`config.mk`:
```
export PLATFORM = sky130hd
export DESIGN_NAME = buffer_fifo_ctrl
export DESIGN_NICKNAME = d
export VERILOG_FILES = /design/src/rtl/buffer_fifo_ctrl.sv
export SDC_FILE = /design/constraint.sdc
export NUM_CORES = 1
export LEC_CHECK = 0
export CAP_MARGIN = 20
export CORE_AREA = 2 2 39 41
export CTS_BUF_LIST = sky130_fd_sc_hd__clkbuf_8 sky130_fd_sc_hd__clkbuf_16
export DETAILED_ROUTE_END_ITERATION = 6
export DIE_AREA = 0 0 41 43
export PLACE_DENSITY = 0.75
export RECOVER_POWER = 25
export SYNTH_ARGS = -nofsm -noshare
export SYNTH_HDL_FRONTEND = slang
export SYNTH_SLANG_ARGS = --single-unit
```
`constraint.sdc`:
```
create_clock -name clk -period 4.6 [get_ports clk]
set_input_delay 1.38 -clock clk [delete_from_list [all_inputs] [get_ports clk]]
set_output_delay 1.38 -clock clk [all_outputs]
set_load 0.1 [all_outputs]
```
`src/rtl/buffer_fifo_ctrl.sv`:
```
// Pointer, occupancy and drain controller that turns the TCU register-array
// buffer into a valid/ready FIFO; data never passes through this block.
module buffer_fifo_ctrl #(
    parameter int ADDR_BW   = 2,
    parameter int AF_THRESH = 3
) (
    input  logic               clk,
    input  logic               rst,
    input  logic               flush,
    input  logic               in_valid,
    output logic               in_ready,
    output logic               out_valid,
    input  logic               out_ready,
    input  logic               drain_req,
    output logic               drain_done,
    output logic               wr_en,
    output logic [ADDR_BW-1:0] wr_ptr,
    output logic               rd_en,
    output logic [ADDR_BW-1:0] rd_ptr,
    output logic [ADDR_BW:0]   count,
    output logic               full,
    output logic               empty,
    output logic               almost_full,
    output logic [1:0]         dbg_state_o
);

    localparam int DEPTH = 2 ** ADDR_BW;

    typedef enum logic [1:0] {
        ST_RUN   = 2'd0,
        ST_DRAIN = 2'd1,
        ST_DONE  = 2'd2
    } state_t;

    state_t             state_q, state_d;
    logic [ADDR_BW-1:0] wr_ptr_q, wr_ptr_d;
    logic [ADDR_BW-1:0] rd_ptr_q, rd_ptr_d;
    logic [ADDR_BW:0]   count_q, count_d;
    logic               push, pop;

    // Handshakes: a transfer happens only in a cycle where valid and ready are
    // both high at the posedge; ready never waits on valid, and during flush
    // both sides are forced idle so no transfer can occur.
    always_comb begin
        full        = (count_q == (ADDR_BW+1)'(DEPTH));
        empty       = (count_q == '0);
        almost_full = (count_q >= (ADDR_BW+1)'(AF_THRESH));
        in_ready    = (state_q == ST_RUN) && !full && !flush;
        push        = in_valid && in_ready;
        out_valid   = !empty && !flush;
        pop         = out_valid && out_ready;
        wr_en       = push;
        rd_en       = !empty;
        drain_done  = (state_q == ST_DONE);
        wr_ptr      = wr_ptr_q;
        rd_ptr      = rd_ptr_q;
        count       = count_q;
        dbg_state_o = state_q;
    end

    always_comb begin
        state_d  = state_q;
        wr_ptr_d = wr_ptr_q;
        rd_ptr_d = rd_ptr_q;
        count_d  = count_q;
        if (flush) begin
            state_d  = ST_RUN;
            wr_ptr_d = '0;
            rd_ptr_d = '0;
            count_d  = '0;
        end else begin
            if (push) wr_ptr_d = wr_ptr_q + ADDR_BW'(1);
            if (pop)  rd_ptr_d = rd_ptr_q + ADDR_BW'(1);
            if (push && !pop)      count_d = count_q + (ADDR_BW+1)'(1);
            else if (pop && !push) count_d = count_q - (ADDR_BW+1)'(1);
            case (state_q)
                ST_RUN:   if (drain_req) state_d = ST_DRAIN;
                // Done once the last entry leaves, including the popping cycle itself.
                ST_DRAIN: if (empty || (count_q == (ADDR_BW+1)'(1) && pop)) state_d = ST_DONE;
                ST_DONE:  state_d = ST_RUN;
                default:  state_d = ST_RUN;
            endcase
        end
    end

    always_ff @(posedge clk) begin
        if (rst) begin
            state_q  <= ST_RUN;
            wr_ptr_q <= '0;
            rd_ptr_q <= '0;
            count_q  <= '0;
        end else begin
            state_q  <= state_d;
            wr_ptr_q <= wr_ptr_d;
            rd_ptr_q <= rd_ptr_d;
            count_q  <= count_d;
        end
    end

endmodule

```
Signal wires on met1:
Scale: 12 px per µm. Supply wires on this layer in grey.
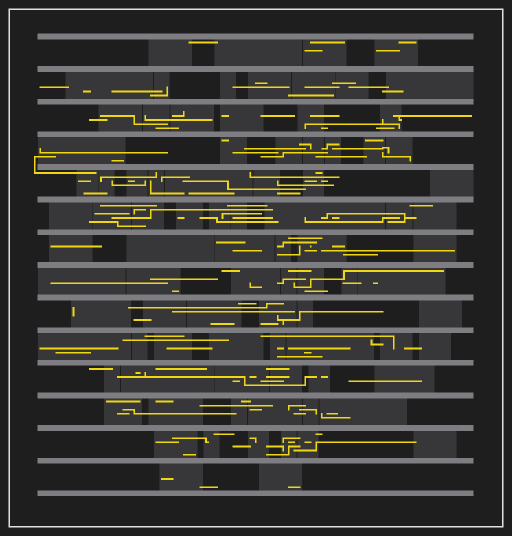
share of all routed wire: 43%
wire length on this layer: 506 µm

Sizing map:
Scale: 8 px per µm.
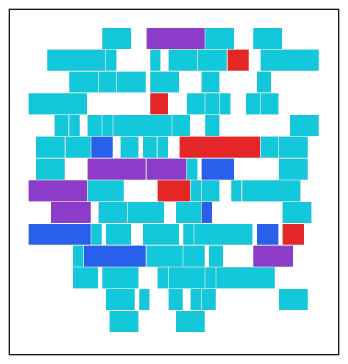
[x1 and smaller] cyan | cells: 71
[x2] blue | cells: 6
[x6 and larger] purple | cells: 6
[x3 and x4] red | cells: 5

Port wiring:
Scale: 8 px per µm.
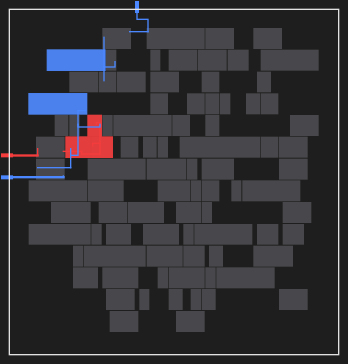
[`in_valid`] red | direction: input | end cells: 3 | wire: 14.6 µm
[`wr_ptr`] blue | direction: output | end cells: 2 | wire: 37.4 µm

Cell density map:
Scale: 8 px per µm. 8 x 9 tiles, from dark blue (low) to red (high), 0 to 100% covered.
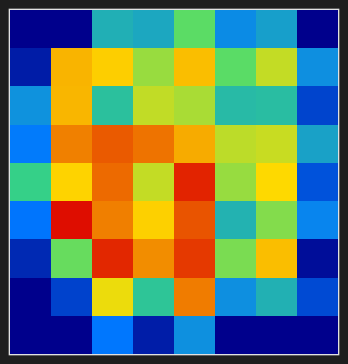
tiles over 75% full: 29%
densest ninth of the die: middle
mean over tiles: 48%
fullest tile: 99%
nearly empty tiles: 13%

==> results.toml <==
# yosys + openroad results
[power]
share_comb_of_total_power_pct = 39.7
power.combinational.total_w = 0.000115
powerDensity_nw_per_um2 = 336.6
power.sequential.total_w = 0.0000847
vdd.ir_drop.worst_v = 0.0002497
pwr-share-seq_pct = 29.2

[routing]
dr_top_layer = "met4"
met3_wirelength_um = 91
drt_first_iter_violations = 10
route.met2.wl_um = 549
totalWireLength_mm = 1.168
firstDrtPassIters = 4
via_count = 528

[cells_and_area]
layout_top_cells = "16 x sky130_fd_sc_hd__clkdlybuf4s50_1, 8 x sky130_fd_sc_hd__nor2_1, 7 x sky130_fd_sc_hd__dfxtp_1"
nFillCells = 123
layout_cells_sized_above_1_pct = 19.32

[die]
fp.dieW_um = 41
top_level_ports = 23
chip_area_um2 = 1763

[synth]
portion_of_synthesized_cell_area_occupied_by_the_leading_cell_type_pct = 32.65
synth.most_common_cell = "sky130_fd_sc_hd__dfxtp_1"
common_cells = "9 x sky130_fd_sc_hd__dfxtp_1, 8 x sky130_fd_sc_hd__nor2_1, 6 x sky130_fd_sc_hd__ha_1"
netlist-cell-type-count = 29
synth-warning-count = 0
instance_count_of_the_mapped_netlist = 63
synth-main-ff-cell = "sky130_fd_sc_hd__dfxtp_1"
seq_area_frac_synth_pct = 32.65
synthMuxAreaShare_pct = 3.628
post_synth_fa_ha_maj_area_fraction_pct = 13.61
yosys-dominant-comb-family = "simple AND/OR/NAND/NOR gates"

[critical_path]
timing.critical_path.cells = "dlygate4sd3_1 > a2111oi_4 > and2_2 > buf_12"
crit_type = "in2out"
crit_startpoint = "flush"
critical_path.startpoint_type = "primary input"
critical_path_required_ps = 3220
worst_ep_arrival_time_ps = 2850
max_stage_delay_ps = 650

[clock_tree]
root_buffer = "sky130_fd_sc_hd__clkbuf_8"
cts.repair.resized = 0
tritoncts.num_buffers = 3
worstSkewPairLatency_ps = 230
numClockSinks = 9

[global_route]
globalRouteOverflowTotal = 0
grt_start_max_net_pins = 8
grt_antenna_before_repair = 0
grt_util_met1_pct = 18.45
grt_first_pass_wirelength_mm = 1.952

[final_timing]
finalSetupTns_ps = 0
report.final.hold_viol_count = 0
final_period_minus_worst_setup_slack_ps = 4228
final_min_period_over_clock_period_pct = 91.91

[place]
placement.cell_area_um2 = 817.0
post_place_worst_slack_ps = 462.0

[status]
status = "completed"

[hold_path]
min_path_cells = 2
==> state kept, by name (all words and copies together), names as in the netlist <==
| register | flops |
|---|---|
| dbg_state_o | 2 |
| count | 3 |
| rd_ptr | 2 |
| wr_ptr | 2 |
==> through the flow <==
stage | instances | total power (W)
2_1_floorplan | 63 | 0.0001712
3_3_place_gp | 100 | 0.0002009
3_5_place_dp | 100 | 0.0002018
4_1_cts | 104 | 0.0002945
5_1_grt | 104 | 0.0003041
6_report | 104 | 0.0002902
==> cell type report <==
cell class	instances	area, µm²	area share (%)
tap	16	20.02	2.322
inverter	5	21.27	2.467
clock inverter	1	3.754	0.4354
timing repair buffer	22	245.2	28.45
clock buffer	3	41.29	4.790
sequential	9	182.7	21.19
multi-input combinational	48	347.8	40.35
Power is estimated from default activity; no workload was simulated.
